[src/rtl/video_sprite_eval_pkg.sv]
// Shared types and constants for the sprite evaluation block.
package video_sprite_signals;

  typedef enum logic [2:0] {
    S_IDLE,
    S_CLEAR,
    S_SCAN_Y,
    S_COPY,
    S_OVF_SCAN,
    S_DONE
  } state_e;

  localparam logic [7:0] C_sec_fill         = 8'hFF;
  localparam int         C_bytes_per_sprite = 4;

endpackage

[src/rtl/video_sprite_range.sv]
// Scanline range test: the sprite covers I_line when (I_line - Y) mod 512 is below the sprite height.
module video_sprite_range (
  input  logic [8:0] I_line,
  input  logic [7:0] I_y,
  input  logic       I_tall,
  output logic       O_in_range
);

  logic [8:0] diff;

  assign diff       = I_line - {1'b0, I_y};
  assign O_in_range = I_tall ? (diff < 9'd16) : (diff < 9'd8);

endmodule

[src/rtl/video_sprite_eval.sv]
// Per-scanline sprite evaluation: clears secondary OAM, scans primary OAM and
// copies up to P_max_sprites in-range sprites, then flags overflow.
// Optional VIDEO_SPRITE_OVFBUG_EN reproduces the overflow-scan byte-index quirk
// (byte index advances together with sprite index on out-of-range tests).
module video_sprite_eval
  import video_sprite_signals::*;
#(
  parameter int P_max_sprites = 8,
  parameter int P_oam_entries = 64
) (
  input  logic                                 I_clock,
  input  logic                                 I_reset,
  input  logic                                 I_start,
  input  logic [8:0]                           I_line,
  input  logic                                 I_tall,
  output logic [$clog2(4*P_oam_entries)-1:0]   O_oam_addr,
  input  logic [7:0]                           I_oam_data,
  output logic [$clog2(4*P_max_sprites)-1:0]   O_sec_addr,
  output logic                                 O_sec_wren,
  output logic [7:0]                           O_sec_data,
  output logic                                 O_busy,
  output logic                                 O_done,
  output logic [$clog2(P_max_sprites):0]       O_count,
  output logic                                 O_overflow,
  output logic                                 O_sprite0
);

  localparam int N_W   = $clog2(P_oam_entries);
  localparam int SL_W  = $clog2(P_max_sprites);
  localparam int SA_W  = $clog2(C_bytes_per_sprite*P_max_sprites);
  localparam int CNT_W = SL_W + 1;

  state_e           state_q, state_d;
  logic [N_W-1:0]   n_q, n_d;
  logic [1:0]       m_q, m_d;
  logic             ph_q, ph_d;      // 0 = address phase, 1 = data phase
  logic [SA_W-1:0]  clr_q, clr_d;
  logic [CNT_W-1:0] cnt_q, cnt_d;
  logic             ovf_q, ovf_d;
  logic             s0_q, s0_d;

  logic in_range, last_n, cnt_full;

  video_sprite_range u_range (
    .I_line     (I_line),
    .I_y        (I_oam_data),
    .I_tall     (I_tall),
    .O_in_range (in_range)
  );

  assign last_n   = (n_q == N_W'(P_oam_entries - 1));
  assign cnt_full = (cnt_q == CNT_W'(P_max_sprites));

  assign O_oam_addr = {n_q, m_q};
  assign O_count    = cnt_q;
  assign O_overflow = ovf_q;
  assign O_sprite0  = s0_q;

  // State and datapath registers; reset wins over everything.
  always_ff @(posedge I_clock) begin
    if (I_reset) begin
      state_q <= S_IDLE;
      n_q     <= '0;
      m_q     <= '0;
      ph_q    <= 1'b0;
      clr_q   <= '0;
      cnt_q   <= '0;
      ovf_q   <= 1'b0;
      s0_q    <= 1'b0;
    end else begin
      state_q <= state_d;
      n_q     <= n_d;
      m_q     <= m_d;
      ph_q    <= ph_d;
      clr_q   <= clr_d;
      cnt_q   <= cnt_d;
      ovf_q   <= ovf_d;
      s0_q    <= s0_d;
    end
  end

  // Next-state: every OAM byte costs an address clock then a data clock.
  always_comb begin
    state_d = state_q;
    n_d     = n_q;
    m_d     = m_q;
    ph_d    = ph_q;
    clr_d   = clr_q;
    cnt_d   = cnt_q;
    ovf_d   = ovf_q;
    s0_d    = s0_q;
    case (state_q)
      S_CLEAR: begin
        clr_d = clr_q + 1'b1;
        if (clr_q == SA_W'(C_bytes_per_sprite*P_max_sprites - 1)) state_d = S_SCAN_Y;
      end
      S_SCAN_Y: begin
        ph_d = ~ph_q;
        if (ph_q) begin
          if (in_range && !cnt_full) begin
            state_d = S_COPY;
            m_d     = 2'd1;
          end else begin
            n_d = n_q + 1'b1;
            if (last_n) state_d = S_DONE;
          end
        end
      end
      S_COPY: begin
        ph_d = ~ph_q;
        if (ph_q) begin
          if (m_q == 2'd3) begin
            m_d   = 2'd0;
            n_d   = n_q + 1'b1;
            cnt_d = cnt_q + 1'b1;
            if (n_q == '0) s0_d = 1'b1;
            if (last_n)                                        state_d = S_DONE;
            else if (cnt_q == CNT_W'(P_max_sprites - 1))       state_d = S_OVF_SCAN;
            else                                               state_d = S_SCAN_Y;
          end else begin
            m_d = m_q + 1'b1;
          end
        end
      end
      S_OVF_SCAN: begin
        ph_d = ~ph_q;
        if (ph_q) begin
          if (in_range) begin
            ovf_d   = 1'b1;
            state_d = S_DONE;
          end else begin
            n_d = n_q + 1'b1;
`ifdef VIDEO_SPRITE_OVFBUG_EN
            m_d = m_q + 1'b1;
`endif
            if (last_n) state_d = S_DONE;
          end
        end
      end
      S_DONE:  state_d = S_IDLE;
      default: ;
    endcase
    // A start pulse restarts evaluation from any state.
    if (I_start) begin
      state_d = S_CLEAR;
      n_d     = '0;
      m_d     = '0;
      ph_d    = 1'b0;
      clr_d   = '0;
      cnt_d   = '0;
      ovf_d   = 1'b0;
      s0_d    = 1'b0;
    end
  end

  // Outputs: secondary-OAM write port and status decoded from state.
  always_comb begin
    O_sec_wren = 1'b0;
    O_sec_addr = '0;
    O_sec_data = '0;
    O_busy     = 1'b0;
    O_done     = 1'b0;
    case (state_q)
      S_CLEAR: begin
        O_busy     = 1'b1;
        O_sec_wren = 1'b1;
        O_sec_addr = clr_q;
        O_sec_data = C_sec_fill;
      end
      S_SCAN_Y: begin
        O_busy = 1'b1;
        if (ph_q && in_range && !cnt_full) begin
          O_sec_wren = 1'b1;
          O_sec_addr = {cnt_q[SL_W-1:0], 2'b00};
          O_sec_data = I_oam_data;
        end
      end
      S_COPY: begin
        O_busy = 1'b1;
        if (ph_q) begin
          O_sec_wren = 1'b1;
          O_sec_addr = {cnt_q[SL_W-1:0], m_q};
          O_sec_data = I_oam_data;
        end
      end
      S_OVF_SCAN: O_busy = 1'b1;
      S_DONE:     O_done = 1'b1;
      default: ;
    endcase
  end

endmodule

[config.mk]
export PLATFORM = sky130hd
export DESIGN_NAME = video_sprite_eval
export DESIGN_NICKNAME = d
export VERILOG_FILES = /design/src/rtl/video_sprite_eval_pkg.sv /design/src/rtl/video_sprite_range.sv /design/src/rtl/video_sprite_eval.sv
export SDC_FILE = /design/constraint.sdc
export NUM_CORES = 1
export LEC_CHECK = 0
export CAP_MARGIN = 20
export CORE_MARGIN = 10
export CORE_UTILIZATION = 48
export CTS_BUF_LIST = sky130_fd_sc_hd__clkbuf_4 sky130_fd_sc_hd__clkbuf_8
export CTS_CLUSTER_SIZE = 20
export DETAILED_ROUTE_END_ITERATION = 7
export GPL_ROUTABILITY_DRIVEN = 0
export GPL_TIMING_DRIVEN = 0
export PLACE_DENSITY = 0.89
export SKIP_CTS_REPAIR_TIMING = 1
export SLEW_MARGIN = 40
export SYNTH_ARGS = -nofsm -noshare
export SYNTH_HDL_FRONTEND = slang
export SYNTH_HIERARCHICAL = 1
export SYNTH_SLANG_ARGS = --single-unit
export TNS_END_PERCENT = 10
[constraint.sdc]
create_clock -name I_clock -period 7.5 [get_ports I_clock]
set_input_delay 1.5 -clock I_clock [delete_from_list [all_inputs] [get_ports I_clock]]
set_output_delay 1.5 -clock I_clock [all_outputs]
set_load 0.05 [all_outputs]
==> deck_impl_summary.md, run 1 <==
Implementation Results

Run status
  • Status: completed

STA
  • Fin. Hold Viols: 0
  • Final period utilization: 0.873
  • Post-Route Skew: 0.00544 ns
  • Setup_tns: 0 ns
  • Max transition margin: 0.592
  • Final-report setup violation count: 0
  • Slew of the pin with the lowest slew margin: 0.604 ns
  • Worst hold slack: 0.482 ns
  • Final Critical Period: 6.55 ns
  • RSZ-0062 raised after global routing: no
  • Slew Viols, Final: 0
  • Setup ws final: 0.953 ns
  • Fmax: 0.153 GHz

Layout
  • Ratio of cells with drive above 1 in the final layout: 0.0545
  • Leading cell kind: multi-input combinational cells
  • Cell area after layout: 2370 sq um
  • Seq_cells: 23
  • Core Util, Final: 0.690
  • Fin nets: 311
  • Layout area overhead: 34.3%
  • NonClk Buf Share: 0.234
  • Number of clock buffers in the layout: 3
  • Fillers: 288
  • Comb gate area: 1170 sq um
  • Fraction of area in registers: 0.194
  • Top Layout Cells: clkdlybuf4s50_1, dfxtp_1, inv_1, a21oi_1, nor2_1
  • Max reg flops: 6
  • # diodes: 0
  • Combinational Gates: 164
  • Largest reg by FF count: n_q
  • Register Area: 460 sq um
  • Inverter count: 22
  • Non-clock buffers: 62
  • Layout clock area frac: 0.0205

Power and ir drop
  • Flop pwr share: 0.455
  • Int Pwr: 0.190 mW
  • Leak Pwr: 0.951 nW
  • Combinational group power: 0.0644 mW
  • Sequential group power: 0.123 mW
  • Combinational power share: 0.237
  • Power per cell area: 114 nW/um^2
  • Peak VDD IR: 104 uV
  • Switching pwr: 0.0818 mW
  • Switching Share: 0.301
  • Total power: 0.271 mW
  • Dominant power group: registers
  • Clock power share: 0.308

Floorplanning
  • Core Area: 3440 sq um
  • Die H: 80.7 um
  • TAP cells: 46
  • Row count: 21
  • Die ar.: 6510 sq um
  • Die W: 80.7 um
  • Floorplan core density: 0.514

Placed design
  • Placement Cell Area: 2330 sq um
  • Place WS: 0.943 ns
  • DP Cell Count: 317
  • HPWL after DPL: 3660 um

GRT
  • GR peak layer: met2
  • Initial antenna violation count: 0
  • Global-route wire length before repair: 7780 um
  • Vias in the first global route: 1694
  • GR Util met3: 0.0479
  • GRT Resource Usage Total: 0.144
  • GRT overflow: 0
  • Grt met2 use: 0.254
  • Met1 Use GR: 0.164
  • Largest net degree at the start of global routing: 15

Drt
  • Top Metal Used: met4
  • DR WL met3: 385 um
  • DRT Wirelength: 4740 um
  • Routed wl met2: 2270 um
  • Iteration-0 DRC Markers: 114
  • Wire length per cell: 14.8 um
  • Total vias in the final route: 1802
  • Number of detailed-route iterations in the first pass: 4
  • Met1 Wirelength: 2060 um
  • Antenna Nets Post-Route: 0
  • Vias per inst: 5.61
  • DRC Markers: 0

Synth
  • Post-Syn Area per Cell: 8.00 sq um
  • EDFF count, synth: 0
  • Most frequent cell after synthesis: dfxtp_1
  • Comb area leader: AND-OR/OR-AND gates
  • Yosys cell types: 52
  • Ys cells: 221
  • Main flop type: dfxtp_1
  • Yosys stat area: 1770 sq um
  • FA/HA/MAJ Cells, Area Fraction: 0.0991
  • Post-synth ARST share: 0
  • Post-synth area hogs: dfxtp_1, ha_1, a21oi_1
  • Ys flops: 23
  • Synth mux share: 0.0347
  • Area fraction in xor and xnor cells: 0.0495
  • Warnings, synthesis: 6
  • Simple-Gate Area Share: 0.225
  • Area leader, netlist: dfxtp_1
  • Post-synth seq share: 0.260
  • Max-area cell share: 0.260
  • Synth top cells by count: dfxtp_1, a21oi_1, inv_1, nor2_1, ha_1
  • Syn nets: 256
  • Ao+oa area frac: 0.253
  • Synth Cell Area: 1770 sq um
  • Synth Instances: 221

Clocking
  • Root Driver: clkbuf_8
  • CTS tree: done
  • Clock Tree Buf Depth: 2
  • H-tree Lvls: 1
  • Clock transition at path regs: 0.09 ns

Worst setup path
  • WS Path Type: in -> out
  • CP cell instances: clkdlybuf4s50_1 > inv_1 > ha_1 > a2111o_1 > a31oi_1 > mux2_1 > o2111a_1 > nand3_1 > a221o_1 > clkbuf_1 > a21oi_1 > clkdlybuf4s50_1
  • Max incr delay on CP: 0.83 ns
  • Worst Path Buf+Inv: 4
  • Most used cell, CP: clkdlybuf4s50_1
  • Critical Path RT: 6.00 ns
  • Worst Path Max Fanout: 9
  • Worst setup path endpoint: O_sec_data[7]
  • Worst-case reg-to-reg path depth: 6
  • Startpoint types: input port
  • Crit path DAT: 5.05 ns
  • Worst path top cell family by delay: buffers and inverters
  • R2r setup slk: 5.60 ns
  • R2r endpoint: n_q[2]$_SDFFE_PP0P_
  • Crit path from: I_oam_data[1]
  • FF-to-FF Start: m_q[0]$_SDFFE_PP0P_
  • Crit path depth: 12
  • Slowest stage cell, crit path: clkdlybuf4s50_1
  • CP endpoint kind: output port

Min path
  • Hold_sp: O_overflow$_SDFFE_PP0P_
  • Hold Path Sink: O_overflow$_SDFFE_PP0P_
  • Hold depth: 2
  • Hold Crit Class: reg -> reg

Run
  • Max-Cap Viols: 0
  • Count of tool warnings: 28
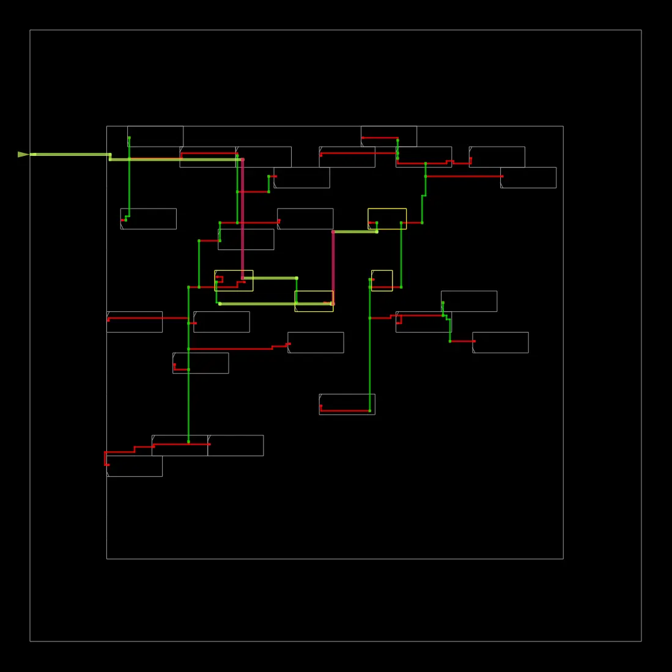
Figure 1: run 1, clock wiring as the flow saved it.
Num CTS Buffers: 3
clk pwr: 0.0836 mW
Latency at later pin: 0.28 ns
Clock Sinks: 23

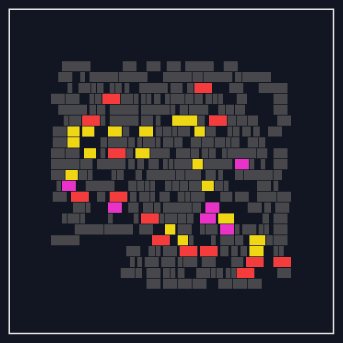
Figure 2: run 1, selected gate families.
(4 px per um)
[yellow] AND-OR and OR-AND gates | cells: 17 | most used: a22o_1
[red] adder and majority cells | cells: 14 | most used: ha_1
[magenta] multiplexers | cells: 6 | most used: mux2i_1
combinational share of cell area: 0.492
most frequent logic cell in the layout: clkdlybuf4s50_1
non-filler cells, final: 321

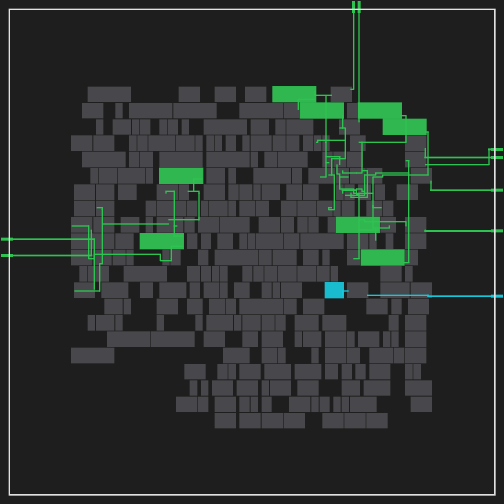
Figure 3: run 1, nets reached from selected ports.
(6 px per um)
[cyan] O_busy | bits: 1 | direction: output | edge: right | end cells: 1 | buffers: 1 | wire: 22.7 um
[green] O_oam_addr | bits: 8 | direction: output | edge: 4 right, 2 left, 2 top | end cells: 8 | buffers: 8 | wire: 396 um
io pins: 51
IO buf count: 50

## Run 2: what changed since run 1
--- a/config.mk
+++ b/config.mk
@@ -15,6 +15,7 @@
 export GPL_TIMING_DRIVEN = 0
 export PLACE_DENSITY = 0.89
 export SKIP_CTS_REPAIR_TIMING = 1
+export SKIP_LAST_GASP = 1
 export SLEW_MARGIN = 40
 export SYNTH_ARGS = -nofsm -noshare
 export SYNTH_HDL_FRONTEND = slang
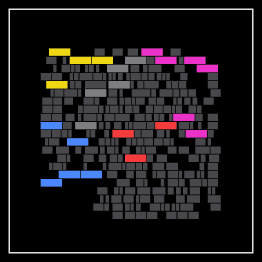
Figure 4: run 2, where the registers sit.
(3 px per um) Other sequential cells in the stronger gray, the rest of the logic in the fainter gray.
[yellow] O_count | flops: 4 | where: top left
[blue] clr_q | flops: 5
[red] state_q | flops: 3
[magenta] n_q | flops: 6 | where: top right
not colored: 5
sequential group power: 0.123 mW
Core Util, Final: 0.690

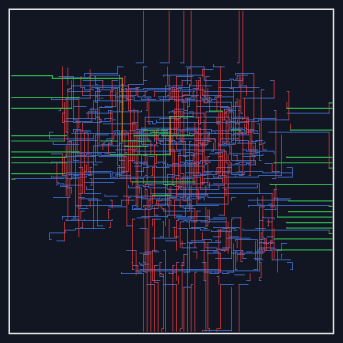
Figure 5: run 2, routed metal, one color a layer.
(4 px per um)
[red] met2 | wire length: 2270 um
[blue] met1 | wire length: 2060 um
[green] met3 | wire length: 386 um
[orange] met4 | wire length: 25.2 um
GRT Resource Usage Total: 0.144
DRT Wirelength: 4740 um
wire length per cell: 14.8 um

==> run 2 against run 1 <==
  * Register-to-register slack barely moved
  * First-iteration DRC count unchanged
  * Cell area unchanged
  * Global-route usage unchanged
  * Synthesized cell count unchanged
  * Non-clock buffer count stayed put
  * Cell count unchanged
==> deck_impl_summary.md, run 2 <==
Implementation Results

Run status
  • Status: completed

Power and ir drop
  • Switching pwr: 0.0818 mW (unchanged)
  • Peak VDD IR: 104 uV (unchanged)
  • Switching Share: 0.301 (unchanged)
  • Combinational group power: 0.0644 mW (about the same)
  • Clk pwr: 0.0836 mW (about the same)
  • Leak Pwr: 0.951 nW (unchanged)
  • Combinational power share: 0.237 (about the same)
  • Int Pwr: 0.190 mW (unchanged)
  • Dominant power group: registers

Synth
  • Ys flops: 23 (unchanged)
  • Synth top cells by count: dfxtp_1, a21oi_1, inv_1, nor2_1, ha_1
  • Yosys stat area: 1770 sq um (unchanged)
  • Area leader, netlist: dfxtp_1
  • Max-area cell share: 0.260 (unchanged)
  • EDFF count, synth: 0 (unchanged)
  • Ys cells: 221 (unchanged)
  • FA/HA/MAJ Cells, Area Fraction: 0.0991 (unchanged)
  • Post-Syn Area per Cell: 8.00 sq um (unchanged)
  • Post-synth ARST share: 0 (unchanged)
  • Main flop type: dfxtp_1
  • Synth mux share: 0.0347 (unchanged)
  • Post-synth area hogs: dfxtp_1, ha_1, a21oi_1
  • Synth Instances: 221 (unchanged)
  • Syn nets: 256 (unchanged)

Run
  • Count of tool warnings: 28 (unchanged)
  • Max-Cap Viols: 0 (unchanged)

Drt
  • Vias per inst: 5.61 (unchanged)
  • Number of detailed-route iterations in the first pass: 4 (unchanged)
  • Antenna Nets Post-Route: 0 (unchanged)
  • Met1 Wirelength: 2060 um (unchanged)
  • Total vias in the final route: 1802 (unchanged)
  • DRC Markers: 0 (unchanged)
  • Top Metal Used: met4
  • Iteration-0 DRC Markers: 114 (unchanged)
  • DR WL met3: 385 um (unchanged)

STA
  • Final-report setup violation count: 0 (unchanged)
  • RSZ-0062 raised after global routing: no
  • Slew Viols, Final: 0 (unchanged)
  • Worst hold slack: 0.482 ns (unchanged)
  • Post-Route Skew: 0.00544 ns (unchanged)
  • Setup_tns: 0 ns (unchanged)
  • Max transition margin: 0.592 (unchanged)
  • Slew of the pin with the lowest slew margin: 0.604 ns (unchanged)
  • Setup ws final: 0.953 ns (unchanged)
  • Final period utilization: 0.873 (unchanged)

Worst setup path
  • R2r endpoint: n_q[2]$_SDFFE_PP0P_
  • Max incr delay on CP: 0.83 ns (about the same)
  • CP endpoint kind: output port
  • Most used cell, CP: clkdlybuf4s50_1
  • Worst path top cell family by delay: buffers and inverters
  • FF-to-FF Start: m_q[0]$_SDFFE_PP0P_
  • Worst Path Buf+Inv: 4 (unchanged)
  • Startpoint types: input port
  • R2r setup slk: 5.60 ns (about the same)
  • Crit path DAT: 5.05 ns (about the same)
  • Slowest stage cell, crit path: clkdlybuf4s50_1
  • Critical Path RT: 6.00 ns (about the same)

Layout
  • Max reg flops: 6 (unchanged)
  • Leading cell kind: multi-input combinational cells
  • Largest reg by FF count: n_q
  • Cell area after layout: 2370 sq um (unchanged)
  • Seq_cells: 23 (unchanged)
  • Non-clock buffers: 62 (unchanged)
  • Non-filler cells, final: 321 (unchanged)
  • Layout clock area frac: 0.0205 (unchanged)
  • Inverter count: 22 (unchanged)
  • Ratio of cells with drive above 1 in the final layout: 0.0545 (unchanged)
  • Fin nets: 311 (unchanged)
  • Fillers: 288 (unchanged)
  • Most frequent logic cell in the layout: clkdlybuf4s50_1

Floorplanning
  • Die ar.: 6510 sq um (unchanged)
  • Die H: 80.7 um (unchanged)
  • Floorplan core density: 0.514 (unchanged)
  • TAP cells: 46 (unchanged)
  • Row count: 21 (unchanged)
  • Io pins: 51 (unchanged)
  • Core Area: 3440 sq um (unchanged)
  • Die W: 80.7 um (unchanged)

Min path
  • Hold_sp: O_overflow$_SDFFE_PP0P_
  • Hold Crit Class: reg -> reg
  • Hold Path Sink: O_overflow$_SDFFE_PP0P_

Placed design
  • HPWL after DPL: 3660 um (unchanged)
  • Place WS: 0.943 ns (unchanged)
  • IO buf count: 50 (unchanged)
  • DP Cell Count: 317 (unchanged)

GRT
  • Vias in the first global route: 1694 (unchanged)
  • GR peak layer: met2
  • Grt met2 use: 0.254 (unchanged)
  • Global-route wire length before repair: 7780 um (unchanged)
  • Largest net degree at the start of global routing: 15 (unchanged)
  • GR Util met3: 0.0479 (unchanged)
  • Met1 Use GR: 0.164 (unchanged)

Clocking
  • Latency at later pin: 0.28 ns (about the same)
  • CTS tree: done
  • Clock Sinks: 23 (unchanged)
  • H-tree Lvls: 1 (unchanged)
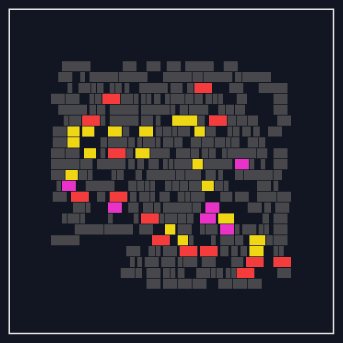
Figure 6: run 2, selected gate families.
(4 px per um)

## Run 3: what changed since run 2
--- a/config.mk
+++ b/config.mk
@@ -9,7 +9,7 @@
 export CORE_MARGIN = 10
 export CORE_UTILIZATION = 48
 export CTS_BUF_LIST = sky130_fd_sc_hd__clkbuf_4 sky130_fd_sc_hd__clkbuf_8
-export CTS_CLUSTER_SIZE = 20
+export CTS_CLUSTER_SIZE = 10
 export DETAILED_ROUTE_END_ITERATION = 7
 export GPL_ROUTABILITY_DRIVEN = 0
 export GPL_TIMING_DRIVEN = 0
==> constraint.sdc (replaced) <==
create_clock -name I_clock -period 7.5 [get_ports I_clock]
set_input_delay 1.5 -clock I_clock [delete_from_list [all_inputs] [get_ports I_clock]]
set_output_delay 1.5 -clock I_clock [all_outputs]
set_load 0.005 [all_outputs]
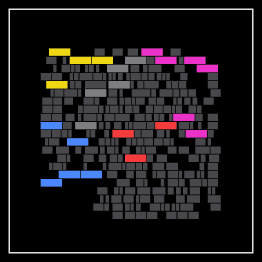
Figure 7: run 3, where the registers sit.
(3 px per um) Other sequential cells in the stronger gray, the rest of the logic in the fainter gray.
[yellow] O_count | flops: 4 | where: top left
[red] state_q | flops: 3
[magenta] n_q | flops: 6 | where: top right
[blue] clr_q | flops: 5
fraction of area in registers: 0.194
Register Area: 460 sq um

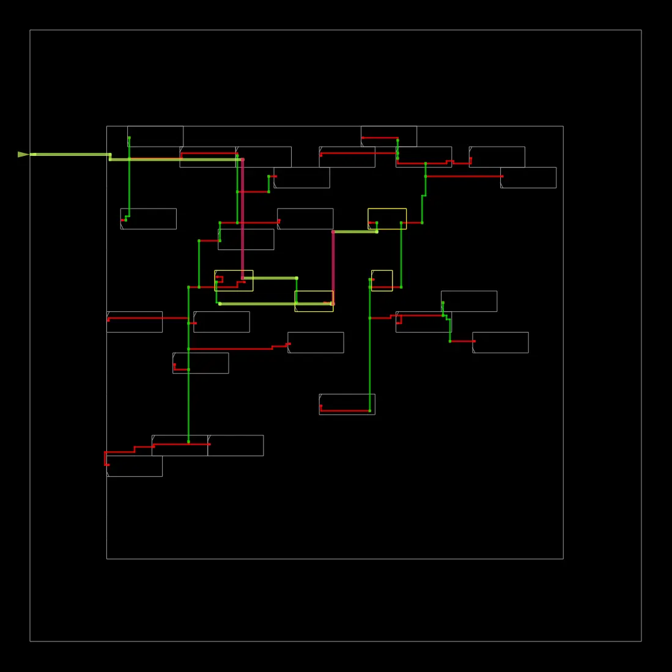
Figure 8: run 3, clock wiring as the flow saved it.
seq_cells: 23
number of clock buffers in the layout: 3
Post-Route Skew: 0.00544 ns

==> run 3 against run 2 <==
  * Sequential share of layout area did not move
  * Hold slack did not move
  * Flip-flop count did not move
  * Clock skew did not move
  * Cell count did not move
  * Core utilization did not move
  * Global-route usage did not move
  * Area after synthesis did not move
  * Worst setup slack improved by 0.30 ns
  * Clock power barely moved
  * Largest power group unchanged
==> deck_impl_summary.md, run 3 <==
Implementation Results

Synth
  • Synth Instances: 221 (unchanged)
  • Ys cells: 221 (unchanged)
  • Post-synth ARST share: 0 (unchanged)
  • Synth top cells by count: dfxtp_1, a21oi_1, inv_1, nor2_1, ha_1
  • Ys flops: 23 (unchanged)
  • Area leader, netlist: dfxtp_1
  • FA/HA/MAJ Cells, Area Fraction: 0.0991 (unchanged)
  • EDFF count, synth: 0 (unchanged)
  • Max-area cell share: 0.260 (unchanged)
  • Post-synth area hogs: dfxtp_1, ha_1, a21oi_1
  • Main flop type: dfxtp_1
  • Post-Syn Area per Cell: 8.00 sq um (unchanged)

STA
  • Slew Viols, Final: 0 (unchanged)
  • RSZ-0062 raised after global routing: no
  • Worst hold slack: 0.482 ns (unchanged)
  • Setup ws final: 1.25 ns (+0.301 ns)
  • Setup_tns: 0 ns (unchanged)
  • Fin. Hold Viols: 0
  • Max transition margin: 0.592 (unchanged)
  • Final-report setup violation count: 0 (unchanged)
  • Final period utilization: 0.833 (-0.0402)
  • Slew of the pin with the lowest slew margin: 0.604 ns (unchanged)

Floorplanning
  • Io pins: 51 (unchanged)
  • Die W: 80.7 um (unchanged)
  • Row count: 21 (unchanged)
  • Die H: 80.7 um (unchanged)
  • Core Area: 3440 sq um (unchanged)
  • Floorplan core density: 0.514 (unchanged)
  • Die ar.: 6510 sq um (unchanged)
  • TAP cells: 46 (unchanged)

Power and ir drop
  • Switching Share: 0.269 (-0.0324)
  • Combinational power share: 0.202 (-0.035)
  • Combinational group power: 0.0524 mW (-19%)
  • Switching pwr: 0.0698 mW (-15%)
  • Sequential group power: 0.123 mW (about the same)
  • Peak VDD IR: 104 uV (about the same)
  • Leak Pwr: 0.951 nW (unchanged)
  • Int Pwr: 0.190 mW (about the same)
  • Dominant power group: registers

Worst setup path
  • Worst Path Buf+Inv: 4 (unchanged)
  • R2r endpoint: n_q[2]$_SDFFE_PP0P_
  • Critical Path RT: 6.00 ns (about the same)
  • Most used cell, CP: clkdlybuf4s50_1
  • Crit path DAT: 4.75 ns (-0.30 ns)
  • Slowest stage cell, crit path: clkdlybuf4s50_1
  • Worst path top cell family by delay: AND-OR/OR-AND gates
  • Crit path depth: 12
  • CP endpoint kind: output port
  • Startpoint types: input port
  • R2r setup slk: 5.60 ns (about the same)
  • Max incr delay on CP: 0.53 ns (-0.30 ns)

Run
  • Max-Cap Viols: 0 (unchanged)
  • Count of tool warnings: 28 (unchanged)

GRT
  • GR Util met3: 0.0479 (unchanged)
  • GRT Resource Usage Total: 0.144 (unchanged)
  • Largest net degree at the start of global routing: 15 (unchanged)
  • Met1 Use GR: 0.164 (unchanged)
  • GR peak layer: met2
  • Global-route wire length before repair: 7780 um (unchanged)
  • Grt met2 use: 0.254 (unchanged)

Layout
  • Core Util, Final: 0.690 (unchanged)
  • Largest reg by FF count: n_q
  • Top Layout Cells: clkdlybuf4s50_1, dfxtp_1, inv_1, a21oi_1, nor2_1
  • Max reg flops: 6 (unchanged)
  • Fin nets: 311 (unchanged)
  • Fillers: 288 (unchanged)
  • Ratio of cells with drive above 1 in the final layout: 0.0545 (unchanged)
  • Most frequent logic cell in the layout: clkdlybuf4s50_1
  • Non-filler cells, final: 321 (unchanged)
  • Non-clock buffers: 62 (unchanged)
  • Layout clock area frac: 0.0205 (unchanged)
  • Inverter count: 22 (unchanged)

Clocking
  • Clock Sinks: 23 (unchanged)
  • CTS tree: done
  • H-tree Lvls: 1 (unchanged)
  • Latency at later pin: 0.28 ns (about the same)

Placed design
  • DP Cell Count: 317 (unchanged)
  • Place WS: 1.24 ns (+0.301 ns)
  • HPWL after DPL: 3660 um (unchanged)
  • IO buf count: 50 (unchanged)

Drt
  • Top Metal Used: met4
  • Number of detailed-route iterations in the first pass: 4 (unchanged)
  • Iteration-0 DRC Markers: 114 (unchanged)
  • Antenna Nets Post-Route: 0 (unchanged)
  • Vias per inst: 5.61 (unchanged)
  • Met1 Wirelength: 2060 um (unchanged)
  • DRC Markers: 0 (unchanged)
  • Wire length per cell: 14.8 um (unchanged)
  • DRT Wirelength: 4740 um (unchanged)
  • DR WL met3: 385 um (unchanged)

Min path
  • Hold Crit Class: reg -> reg
  • Hold_sp: O_overflow$_SDFFE_PP0P_
  • Hold Path Sink: O_overflow$_SDFFE_PP0P_

Run status
  • Status: completed
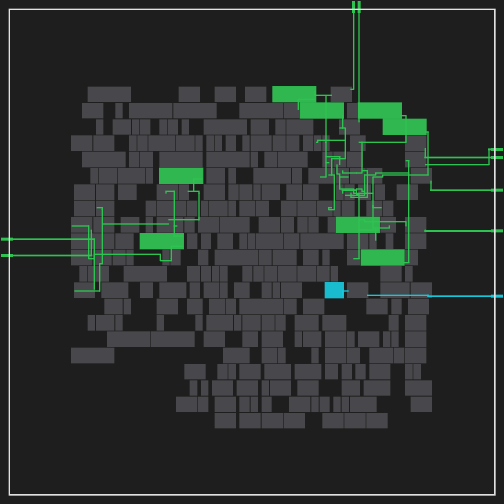
Figure 9: run 3, nets reached from selected ports.
(6 px per um)

No activity file was given, so power comes from the tool's default toggle rates.
